**config.mk**
```make
export PLATFORM = sky130hd
export DESIGN_NAME = hazard_stall_ctrl
export DESIGN_NICKNAME = d
export VERILOG_FILES = /design/src/rtl/hazard_stall_ctrl_pkg.sv /design/src/rtl/hazard_cmp.sv /design/src/rtl/hazard_stall_ctrl.sv
export SDC_FILE = /design/constraint.sdc
export NUM_CORES = 1
export LEC_CHECK = 0
export ABC_CLOCK_PERIOD_IN_PS = 2600
export CORE_MARGIN = 5
export CORE_UTILIZATION = 60
export CTS_CLUSTER_SIZE = 20
export DETAILED_ROUTE_END_ITERATION = 8
export DONT_BUFFER_PORTS = 1
export GPL_ROUTABILITY_DRIVEN = 0
export PLACE_DENSITY = 0.76
export SETUP_SLACK_MARGIN = 0.02
export SLEW_MARGIN = 40
export SYNTH_ARGS = -nofsm -noshare
export SYNTH_HDL_FRONTEND = slang
export SYNTH_HIERARCHICAL = 1
export SYNTH_SLANG_ARGS = --single-unit
```
**constraint.sdc**
```tcl
create_clock -name clk -period 2.6 [get_ports clk]
set_input_delay 0.26 -clock clk [delete_from_list [all_inputs] [get_ports clk]]
set_output_delay 0.26 -clock clk [all_outputs]
set_load 0.1 [all_outputs]
```
**src/rtl/hazard_stall_ctrl_pkg.sv**
```systemverilog
// Shared definitions for the RISC-V pipeline hazard controller.
// Holds the opcode constants used by the hazard logic and the
// controller FSM state encoding, so a future forwarding unit can
// reuse the same values.
package hazard_stall_ctrl_pkg;

  // RV32I major opcodes (instruction bits [6:0]).
  localparam logic [6:0] RV_OPC_LOAD   = 7'b0000011;
  localparam logic [6:0] RV_OPC_STORE  = 7'b0100011;
  localparam logic [6:0] RV_OPC_OP     = 7'b0110011;
  localparam logic [6:0] RV_OPC_OP_IMM = 7'b0010011;
  localparam logic [6:0] RV_OPC_BRANCH = 7'b1100011;
  localparam logic [6:0] RV_OPC_JAL    = 7'b1101111;
  localparam logic [6:0] RV_OPC_JALR   = 7'b1100111;

  // Controller FSM. LU_BUBBLE marks the cycle right after a load-use
  // bubble, when ID/EX still shows the load and must not re-trigger.
  typedef enum logic {
    ST_RUN       = 1'b0,
    ST_LU_BUBBLE = 1'b1
  } hz_state_e;

endpackage

```
**src/rtl/hazard_cmp.sv**
```systemverilog
// Load-use hazard compare.
// Flags when the instruction held in ID/EX is a load whose destination
// register (other than x0) is a source of the instruction in ID.
// Ports:
//   if_id_rs1_i, if_id_rs2_i : source registers of the instruction in ID
//   id_ex_opcode_i           : opcode held in ID/EX
//   id_ex_rd_i               : destination register held in ID/EX
//   lu_hit_o                 : load-use hazard present (combinational)
module hazard_cmp
  import hazard_stall_ctrl_pkg::*;
#(
  parameter int         REG_ADDR_WIDTH = 5,
  parameter logic [6:0] OPC_LOAD       = RV_OPC_LOAD
) (
  input  logic [REG_ADDR_WIDTH-1:0] if_id_rs1_i,
  input  logic [REG_ADDR_WIDTH-1:0] if_id_rs2_i,
  input  logic [6:0]                id_ex_opcode_i,
  input  logic [REG_ADDR_WIDTH-1:0] id_ex_rd_i,
  output logic                      lu_hit_o
);

  logic is_load;
  logic rd_nonzero;
  logic src_match;

  assign is_load    = (id_ex_opcode_i == OPC_LOAD);
  // x0 is hard-wired to zero, so a load targeting it never creates a hazard.
  assign rd_nonzero = (id_ex_rd_i != '0);
  assign src_match  = (id_ex_rd_i == if_id_rs1_i) || (id_ex_rd_i == if_id_rs2_i);
  assign lu_hit_o   = is_load && rd_nonzero && src_match;

endmodule

```
**src/rtl/hazard_stall_ctrl.sv**
```systemverilog
// Pipeline hazard controller for the 5-stage RISC-V core.
// Drives the PC / IF/ID enables, the IF/ID flush, the ID/EX control
// select and a whole-pipeline hold. Handles load-use bubbles (with a
// one-cycle re-detection mask), taken-branch flushes and data-memory
// waits, plus a sticky memory-timeout watchdog and a saturating count
// of load-use bubble cycles.
// Ports:
//   clk, reset                 : clock, asynchronous active-high reset
//   IF_ID_rs1, IF_ID_rs2       : sources of the instruction in ID
//   ID_EX_inst_opcode, ID_EX_rd: opcode and destination held in ID/EX
//   EX_pc_sel                  : taken branch/jump resolved in EX
//   dmem_req, dmem_ready       : data-memory request / completion
//   pc_write_en, IF_ID_write_en: front-end register enables
//   IF_ID_flush                : load a NOP into IF/ID
//   ctr_sel                    : ID/EX control select (0 = bubble)
//   pipe_hold                  : freeze ID/EX, EX/MEM, MEM/WB
//   mem_timeout                : sticky watchdog error
//   bubble_cnt                 : saturating load-use bubble count
// All enable outputs are combinational decodes of state and inputs.
module hazard_stall_ctrl
  import hazard_stall_ctrl_pkg::*;
#(
  parameter int         REG_ADDR_WIDTH = 5,
  parameter logic [6:0] OPC_LOAD       = RV_OPC_LOAD,
  parameter int         MEM_TIMEOUT    = 255,
  parameter int         CNT_WIDTH      = 16
) (
  input  logic                      clk,
  input  logic                      reset,
  input  logic [REG_ADDR_WIDTH-1:0] IF_ID_rs1,
  input  logic [REG_ADDR_WIDTH-1:0] IF_ID_rs2,
  input  logic [6:0]                ID_EX_inst_opcode,
  input  logic [REG_ADDR_WIDTH-1:0] ID_EX_rd,
  input  logic                      EX_pc_sel,
  input  logic                      dmem_req,
  input  logic                      dmem_ready,
  output logic                      pc_write_en,
  output logic                      IF_ID_write_en,
  output logic                      IF_ID_flush,
  output logic                      ctr_sel,
  output logic                      pipe_hold,
  output logic                      mem_timeout,
  output logic [CNT_WIDTH-1:0]      bubble_cnt
);

  localparam int WAIT_W = $clog2(MEM_TIMEOUT + 1);
  localparam logic [WAIT_W-1:0] WAIT_MAX = WAIT_W'(MEM_TIMEOUT);

  hz_state_e            state_q, state_d;
  logic [WAIT_W-1:0]    wait_cnt_q, wait_cnt_d;
  logic [CNT_WIDTH-1:0] bubble_cnt_q, bubble_cnt_d;
  logic                 mem_timeout_q, mem_timeout_d;

  logic lu_hit;
  logic mem_stall;
  logic bubble_inc;

  hazard_cmp #(
    .REG_ADDR_WIDTH (REG_ADDR_WIDTH),
    .OPC_LOAD       (OPC_LOAD)
  ) u_hazard_cmp (
    .if_id_rs1_i    (IF_ID_rs1),
    .if_id_rs2_i    (IF_ID_rs2),
    .id_ex_opcode_i (ID_EX_inst_opcode),
    .id_ex_rd_i     (ID_EX_rd),
    .lu_hit_o       (lu_hit)
  );

  assign mem_stall = dmem_req && !dmem_ready;

  // Next-state and output decode. Priority: memory stall, then branch
  // flush, then load-use (RUN only).
  always_comb begin
    // NOTE: every output gets a default before any branch so no path
    // leaves a signal unassigned, which would infer a latch.
    state_d        = state_q;
    pc_write_en    = 1'b1;
    IF_ID_write_en = 1'b1;
    IF_ID_flush    = 1'b0;
    ctr_sel        = 1'b1;
    pipe_hold      = 1'b0;
    bubble_inc     = 1'b0;

    if (mem_stall) begin
      // Freeze everything; the FSM keeps its state so a pending bubble
      // cycle is replayed after release rather than re-detected.
      pc_write_en    = 1'b0;
      IF_ID_write_en = 1'b0;
      pipe_hold      = 1'b1;
    end else if (EX_pc_sel) begin
      // Kill the wrong-path instructions in IF/ID and ID while the PC
      // loads the target at the same edge.
      IF_ID_flush = 1'b1;
      ctr_sel     = 1'b0;
      state_d     = ST_RUN;
    end else if ((state_q == ST_RUN) && lu_hit) begin
      pc_write_en    = 1'b0;
      IF_ID_write_en = 1'b0;
      ctr_sel        = 1'b0;
      bubble_inc     = 1'b1;
      state_d        = ST_LU_BUBBLE;
    end else begin
      // In LU_BUBBLE the ID/EX opcode/rd are stale, so lu_hit is ignored.
      state_d = ST_RUN;
    end
  end

  // Counter and watchdog next-state.
  always_comb begin
    bubble_cnt_d  = bubble_cnt_q;
    wait_cnt_d    = '0;
    mem_timeout_d = mem_timeout_q;

    if (bubble_inc && (bubble_cnt_q != '1)) begin
      bubble_cnt_d = bubble_cnt_q + CNT_WIDTH'(1);
    end

    if (mem_stall) begin
      wait_cnt_d = (wait_cnt_q == WAIT_MAX) ? wait_cnt_q : wait_cnt_q + WAIT_W'(1);
      if (wait_cnt_q == WAIT_MAX) begin
        mem_timeout_d = 1'b1;
      end
    end
  end

  // NOTE: state registers use non-blocking assignments so every flop
  // samples the pre-edge values regardless of statement order.
  always_ff @(posedge clk or posedge reset) begin
    if (reset) begin
      state_q       <= ST_RUN;
      wait_cnt_q    <= '0;
      bubble_cnt_q  <= '0;
      mem_timeout_q <= 1'b0;
    end else begin
      state_q       <= state_d;
      wait_cnt_q    <= wait_cnt_d;
      bubble_cnt_q  <= bubble_cnt_d;
      mem_timeout_q <= mem_timeout_d;
    end
  end

  assign mem_timeout = mem_timeout_q;
  assign bubble_cnt  = bubble_cnt_q;

endmodule

```
==> impl_metrics.env, run 1 <==
# physical design summary
export IMPL_status="complete, no violations"
export IMPL_p_leak_nw=0.841
export IMPL_critPathArrivalTime_ns=1.65
export IMPL_critical_path_peak_fanout=6
export IMPL_simple_gate_share=0.280
export IMPL_clock_latency_ns=0.33
export IMPL_areaGrowthSynthToFinish_pct=18.4
export IMPL_syn_inst=145
export IMPL_cts_htree_levels=1
export IMPL_grt_usage=0.210
export IMPL_yosys_cell_types_count=41
export IMPL_slew_headroom=0.627
export IMPL_antenna_found_initial=0
export IMPL_drive_gt1_frac=0.254
export IMPL_vias_per_cell=6.12
export IMPL_remaining_drc_errors=0
export IMPL_io_buffers=0
export IMPL_top_cell_area_share=0.441
export IMPL_cts_root_buf="clkbuf_4"
export IMPL_overflow=0
export IMPL_clk_path_buf_depth=2
export IMPL_routedWlPerCell_um=16.3
export IMPL_p_per_area_nw_per_um2=443
export IMPL_timing_final_ws_setup_ns=0.686
export IMPL_synth_area_per_cell_um2=10.2
export IMPL_synth_chip_area_um2=1480
export IMPL_antenna_left=0
export IMPL_grt_start_max_net_pins=27
export IMPL_cts_buffers=3
export IMPL_place_hpwl_um=2600
export IMPL_synth_adder_area_share=0.0169
export IMPL_startpoint_type="primary input"
export IMPL_instances_no_fill=199
export IMPL_top_logic_kind="simple AND/OR/NAND/NOR gates"
export IMPL_cp_end_kind="output port"
export IMPL_max_vdd_ir_drop_v=0.000344
export IMPL_most_common_cell="dfrtp_1"
export IMPL_fmax_ghz=0.522
export IMPL_nets=199
export IMPL_seq_power_share=0.527
export IMPL_grt_setup_unrepaired="false"
export IMPL_cts_clk_slew_worst_paths_ns=0.15
export IMPL_dieArea_um2=3550
export IMPL_pre_cts_slack_ns=0.364
export IMPL_wirelength_um=3240
export IMPL_drtIter0Drc=54
export IMPL_period_needed_ns=1.91
export IMPL_setup_worst_path_class="primary input to output port"
export IMPL_nFillCells=192
export IMPL_postSynthSeqShare=0.441
export IMPL_tightest_slew_ns=0.559
export IMPL_synth_cellmix_compoundShare=0.0797
export IMPL_p_sw_frac=0.245
export IMPL_slew_violations=0
export IMPL_coreArea_um2=2410
export IMPL_fp_nets=174
export IMPL_ys_cells=145
export IMPL_fp_util=0.613
export IMPL_diodes=0
==> run 1: through the flow <==
step	instance area [um^2]	hold WS, ns	power, mW	setup TNS (ns)
2_1_floorplan	1480	0.300	0.483	-0.281
3_3_place_gp	1680	0.419	0.496	0
3_5_place_dp	1680	0.218	0.498	0
4_1_cts	1750	0.177	0.777	0
5_1_grt	1750	0.159	0.806	0
6_report	1750	0.173	0.775	0
==> run 1: power groups by stage <==
| stage | Clock [mW] | Combinational, mW | Sequential [mW] |
|---|---|---|---|
| after floorplan | 0 | 0.0650 | 0.418 |
| after global placement | 0 | 0.0809 | 0.416 |
| after detailed placement | 0 | 0.0826 | 0.416 |
| after CTS | 0.285 | 0.0841 | 0.408 |
| after global routing | 0.309 | 0.0884 | 0.409 |
| final | 0.284 | 0.0828 | 0.408 |
==> run 1: critical path: stages <==
cell,delay (ns)
xor2_1,0.15
nor3_1,0.17
nand3_1,0.11
a221oi_2,0.29
nor3b_4,0.39
nor2_4,0.06
buf_12,0.21
==> run 1: state kept, by name, summed over array words and instances, names as in the netlist <==
register / cells
wait_cnt_q: 8
mem_timeout: 1
state_q: 1
bubble_cnt: 16
==> run 1: cells by family after synthesis <==
logic type,after synthesis
AOI/OAI and AO/OA,16
xor gates and xnor gates,23
adders and majority gates,2
DFF,26
buffers and inverters,5
muxes,4
and+or+nand+nor,69
==> run 1: cell usage in the layout, fill, tap and decap left out, drive strengths merged, types with 3 or more instances in the layout <==
cell type  instances
a31oi              3
dfrtp             26
nand4              7
buf               21
xnor2              5
nor3              12
nand2             11
clkbuf             3
nand3              9
nor2              15
nor4               3
and3               3
xor2              18
inv                3
o21ai              5
==> run 1: area by class of cell <==
cell class / count / area (um^2) / share of cell area
clock buffers: 3 / 22.5 / 0.0129
repair buffers: 22 / 180 / 0.103
flip-flops and latches: 26 / 652 / 0.373
inverters: 3 / 11.3 / 0.00644
well taps: 30 / 37.5 / 0.0215
multi-input cells: 114 / 815 / 0.466
clock inverters: 1 / 30.0 / 0.0172
==> run 1: path summary, 6_finish.rpt <==
kind	slack [ns]	depth (start not counted)	startpoint	endpoint
max	0.69	7	ID_EX_rd[3]	pc_write_en
min	0.17	3	EX_pc_sel	bubble_cnt[6]
max reg2reg	0.87	5	bubble_cnt[0]	bubble_cnt[15]
min reg2reg	0.54	1	wait_cnt_q[5]	wait_cnt_q[5]
max in group asynchronous	1.82	2	reset	mem_timeout
min in group asynchronous	0.41	2	reset	bubble_cnt[9]
==> run 1: repair_timing <==
action,in CTS,in global routing
gates resized,0,0
setup endpoints to repair,0,0
hold endpoints to repair,26,0
hold buffers,1,0
==> run 1: layer usage <==
layer | vias to the layer above | track usage | wire length [um] | share of wire
li1 | 572 | - | - | -
met1 | 596 | 0.254 | 1310 | 0.40
met2 | 46 | 0.365 | 1670 | 0.51
met3 | 4 | 0.0545 | 236 | 0.073
met4 | 0 | 0.0665 | 29 | 0.0089
met5 | - | 0 | 0 | 0
Fig. 1: run 1, the clock network
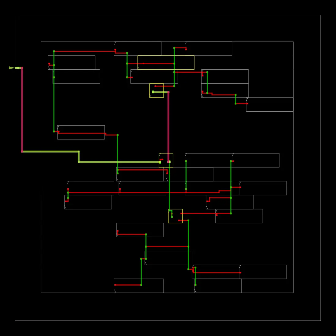
num sequential: 26
Clock Buffer Count: 3

Fig. 2: run 1, met1 routing
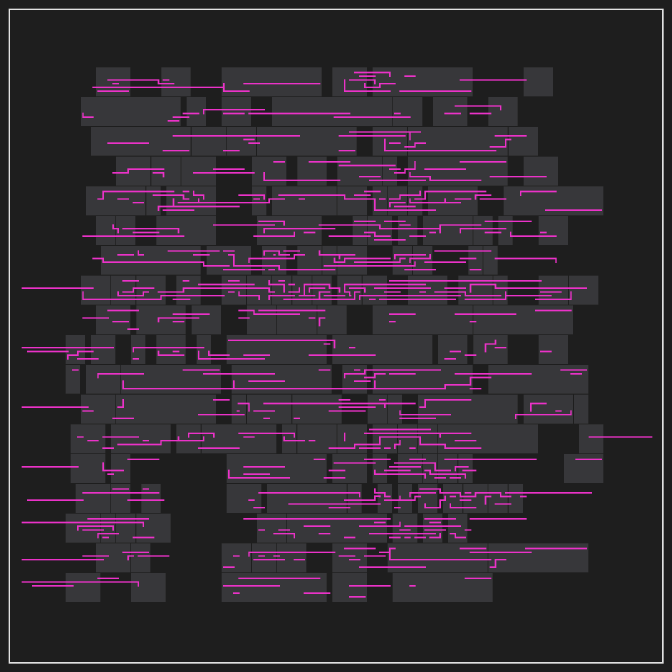
wire length on this layer: 1310 um
nets with wire on the layer: 178
main direction: horizontal
longest straight run: 29.4 um

Fig. 3: run 1, the metal 3 layer
Scale bar: 20 um.
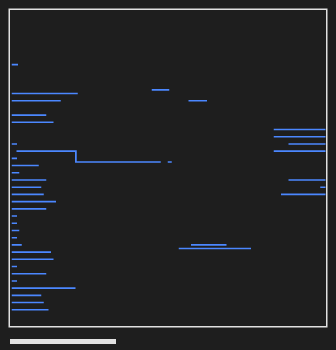
nets with wire on the layer: 39
share of all routed wire: 7.3%
wire length on this layer: 237 um
main direction: horizontal

Fig. 4: run 1, metal 2
Scale bar: 20 um.
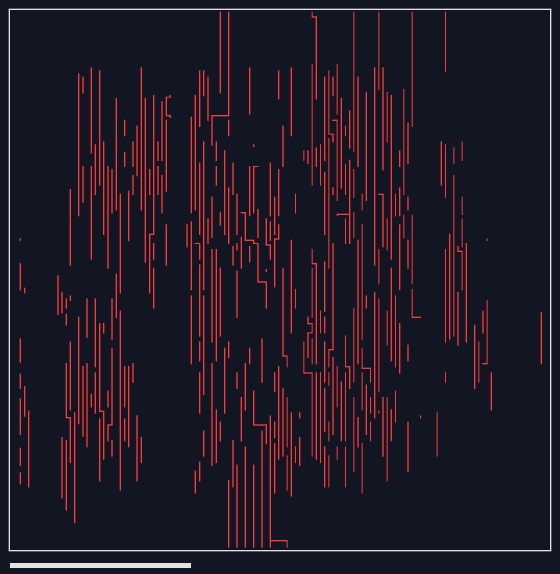

--- run 2 (diff from run 1) ---
--- a/config.mk
+++ b/config.mk
@@ -5,14 +5,14 @@
 export SDC_FILE = /design/constraint.sdc
 export NUM_CORES = 1
 export LEC_CHECK = 0
-export ABC_CLOCK_PERIOD_IN_PS = 2600
+export ABC_CLOCK_PERIOD_IN_PS = 1630
 export CORE_MARGIN = 5
-export CORE_UTILIZATION = 60
+export CORE_UTILIZATION = 56
 export CTS_CLUSTER_SIZE = 20
 export DETAILED_ROUTE_END_ITERATION = 8
 export DONT_BUFFER_PORTS = 1
 export GPL_ROUTABILITY_DRIVEN = 0
-export PLACE_DENSITY = 0.76
+export PLACE_DENSITY = 0.74
 export SETUP_SLACK_MARGIN = 0.02
 export SLEW_MARGIN = 40
 export SYNTH_ARGS = -nofsm -noshare
==> constraint.sdc (replaced) <==
create_clock -name clk -period 1.63 [get_ports clk]
set_input_delay 0.163 -clock clk [delete_from_list [all_inputs] [get_ports clk]]
set_output_delay 0.163 -clock clk [all_outputs]
set_load 0.1 [all_outputs]
Fig. 5: run 2, metal 2
Scale bar: 20 um.
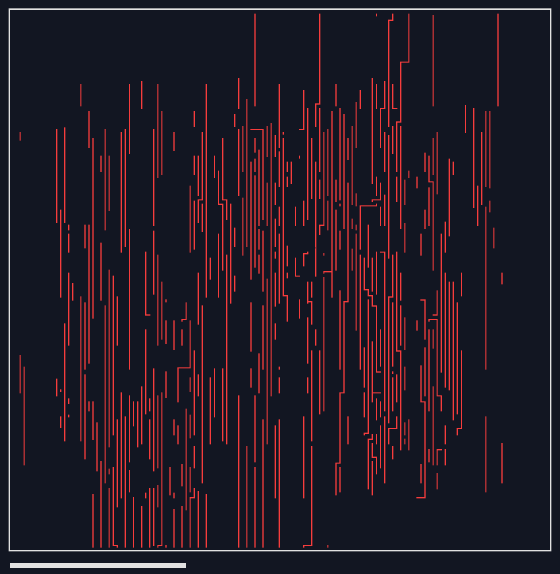
longest straight run: 30.9 um
main direction: vertical

Fig. 6: run 2, met1 routing
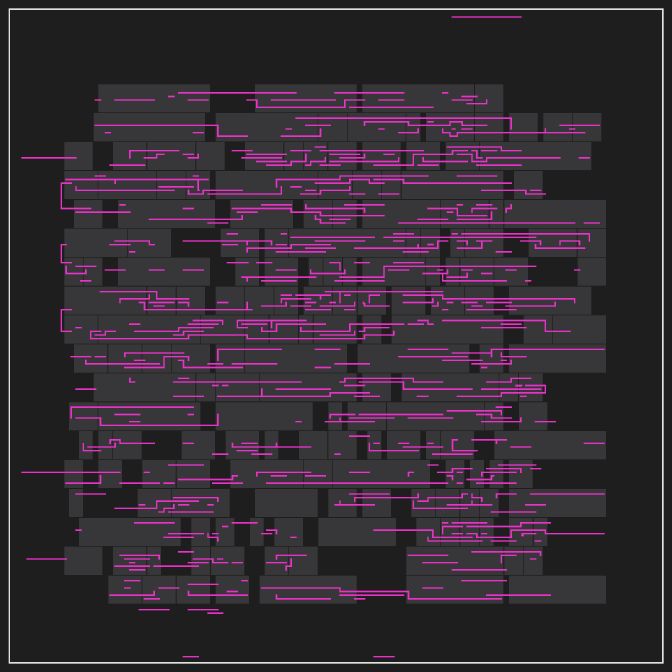
wire length on this layer: 1500 um
longest straight run: 20.2 um

==> run 2 against run 1 <==
Compared with the run above: final cell count rose by 7.0%; largest power group unchanged; via count up 9.4%; sequential power rose by about 60%; hold slack worse by 0.084 ns; combinational power increased by 71%; the run now ends with setup timing left; routed wire length up 23%; die area increased by 5.9%; critical path type unchanged; critical endpoint unchanged; power grew 62%; clock skew fell by 0.0070 ns; synthesized cell count did not move; highest routed layer unchanged.
==> impl_metrics.env, run 2 <==
# physical design summary
export IMPL_status="finished, violations left"
export IMPL_violations="setup timing"
export IMPL_fp_nets=174
export IMPL_p_leak_nw=0.904
export IMPL_setup_worst_path_class="primary input to output port"
export IMPL_overflow=0
export IMPL_reg2reg_to="bubble_cnt[13]"
export IMPL_grt_usage=0.223
export IMPL_simple_gate_share=0.280
export IMPL_clock_latency_ns=0.33
export IMPL_crit_path_end="pc_write_en"
export IMPL_vias_per_cell=6.25
export IMPL_period_needed_ns=1.71
export IMPL_cp_end_kind="output port"
export IMPL_nets=213
export IMPL_r2r_start="bubble_cnt[1]"
export IMPL_critPathArrivalTime_ns=1.54
export IMPL_top_logic_kind="simple AND/OR/NAND/NOR gates"
export IMPL_worst_r2r_cell_count=7
export IMPL_coreArea_um2=2500
export IMPL_maxCapViolCount=0
export IMPL_stdcell_area_um2=2050
export IMPL_wirelength_um=3980
export IMPL_topCellsByArea="dfrtp_1, xor2_1, nor3_1"
export IMPL_top_cell_area_share=0.441
export IMPL_crit_buf_inv=2
export IMPL_cts_root_buf="clkbuf_4"
export IMPL_cts_buffers=3
export IMPL_postSynthSeqShare=0.441
export IMPL_timing_final_ws_setup_ns=-0.0768
export IMPL_critical_path_slowest_cell="a221oi_2"
export IMPL_synth_area_mux_share=0.0314
export IMPL_io_buffers=0
export IMPL_fmax_ghz=0.586
export IMPL_total_power_mw=1.25
export IMPL_drtIter0Drc=85
export IMPL_grt_start_max_net_pins=27
export IMPL_layout_cells_most_common="buf_4"
export IMPL_xor_area_frac=0.136
export IMPL_routedWlPerCell_um=18.7
export IMPL_place_area_um2=1860
export IMPL_common_cells="dfrtp_1, xor2_1, nor2_1"
export IMPL_grt_setup_unrepaired="true"
export IMPL_synth_chip_area_um2=1480
export IMPL_nFillCells=129
export IMPL_yosys_cell_types_count=41
export IMPL_antenna_found_initial=0
export IMPL_cts_clk_slew_worst_paths_ns=0.15
export IMPL_syn_inst=145
export IMPL_synth_adder_area_share=0.0169
export IMPL_synth_edff_count=0
export IMPL_ys_cells=145
export IMPL_setup_viol_count_final=9
export IMPL_slew_headroom=0.533
export IMPL_critical_path_peak_fanout=3
export IMPL_critPathMaxStageDelay_ns=0.29
export IMPL_slew_violations=0
export IMPL_drive_gt1_frac=0.475
export IMPL_tightest_slew_ns=0.697
export IMPL_crit_chain="xor2_1 > nor3_2 > nand3_1 > a221oi_2 > nor3b_4 > buf_4 > nor2_4 > buf_12"
export IMPL_cts_htree_levels=1
export IMPL_max_vdd_ir_drop_v=0.000447
export IMPL_cp_num_cells=8
export IMPL_instances_no_fill=213
export IMPL_synth_area_per_cell_um2=10.2
export IMPL_layout_top_cells="buf_4, xor2_1, nand2_1, nor2_1, dfrtp_1"
export IMPL_critPathTopFamily="simple AND/OR/NAND/NOR gates"
export IMPL_place_hpwl_um=2750
export IMPL_synth_cellmix_compoundShare=0.0797
export IMPL_antenna_left=0
export IMPL_clk_path_buf_depth=2
export IMPL_rrSetupSlack_ns=-0.06
export IMPL_fp_util=0.591
export IMPL_most_common_cell="dfrtp_1"
export IMPL_areaGrowthSynthToFinish_pct=39.1
export IMPL_grt_pass1_wl_um=6150
export IMPL_remaining_drc_errors=0
export IMPL_diodes=0
export IMPL_crit_path_start="ID_EX_rd[3]"
export IMPL_startpoint_type="primary input"
export IMPL_p_per_area_nw_per_um2=611
export IMPL_largest_register_ffs=16
run 2: area by class of cell:
class / instances / area [um^2] / area share
well taps: 30 / 37.5 / 0.0183
inverters: 3 / 15.0 / 0.00731
repair buffers: 36 / 302 / 0.147
clock inverters: 1 / 30.0 / 0.0146
flip-flops and latches: 26 / 688 / 0.335
multi-input cells: 114 / 958 / 0.467
clock buffers: 3 / 22.5 / 0.0110
run 2: power by group:
part	leakage, nW	switching, mW	internal (mW)
clock	0.0279	0.211	0.249
combinational	0.543	0.102	0.0399
sequential	0.333	0.00446	0.648
total	0.904	0.318	0.937
run 2: layer usage:
| layer | vias up | wire length, um | track usage |
|---|---|---|---|
| li1 | 600 | - | - |
| met1 | 653 | 1500 | 0.270 |
| met2 | 64 | 2080 | 0.385 |
| met3 | 15 | 276 | 0.0419 |
| met4 | 0 | 114 | 0.0970 |
| met5 | - | 0 | 0 |
run 2: kinds of logic (layout without fill, tap and decap cells):
| group | after synthesis | in the layout |
|---|---|---|
| simple gates | 69 | 69 |
| flops | 26 | 26 |
| xor+xnor | 23 | 23 |
| compound gates | 16 | 16 |
| buf+inv | 5 | 43 |
| mux | 4 | 4 |
| fa+ha+maj | 2 | 2 |
run 2: repair_timing:
action | 4_1_cts | 5_1_grt
buffers inserted | 4 | 2
endpoints found under the setup margin | 18 | 22
gates resized | 6 | 8
hold endpoints to repair | 26 | 0
hold buffers | 1 | 0
pin swaps | 4 | 5
run 2: worst min path at each step:
stage                   from  slack, ns             to  cells past startpoint
floorplan              reset       0.20  bubble_cnt[0]                      1
global placement       reset       0.13  bubble_cnt[1]                      2
detailed placement     reset       0.14    mem_timeout                      2
CTS                 dmem_req       0.09  wait_cnt_q[0]                      2
global route        dmem_req       0.09  wait_cnt_q[0]                      2
finish              dmem_req       0.09  wait_cnt_q[0]                      2
run 2: per-stage QoR:
step	hold WS, ns	util	setup WS, ns	setup TNS [ns]
detailed placement	0.137	0.743	-0.469	-6.64
floorplan	0.203	-	-0.418	-3.66
finish	0.0883	0.821	-0.0768	-0.441
global route	0.0882	0.821	-0.157	-1.88
global placement	0.126	0.743	-0.354	-4.43
CTS	0.0866	0.791	-0.0692	-0.240
Power and IR drop assume default switching activity.
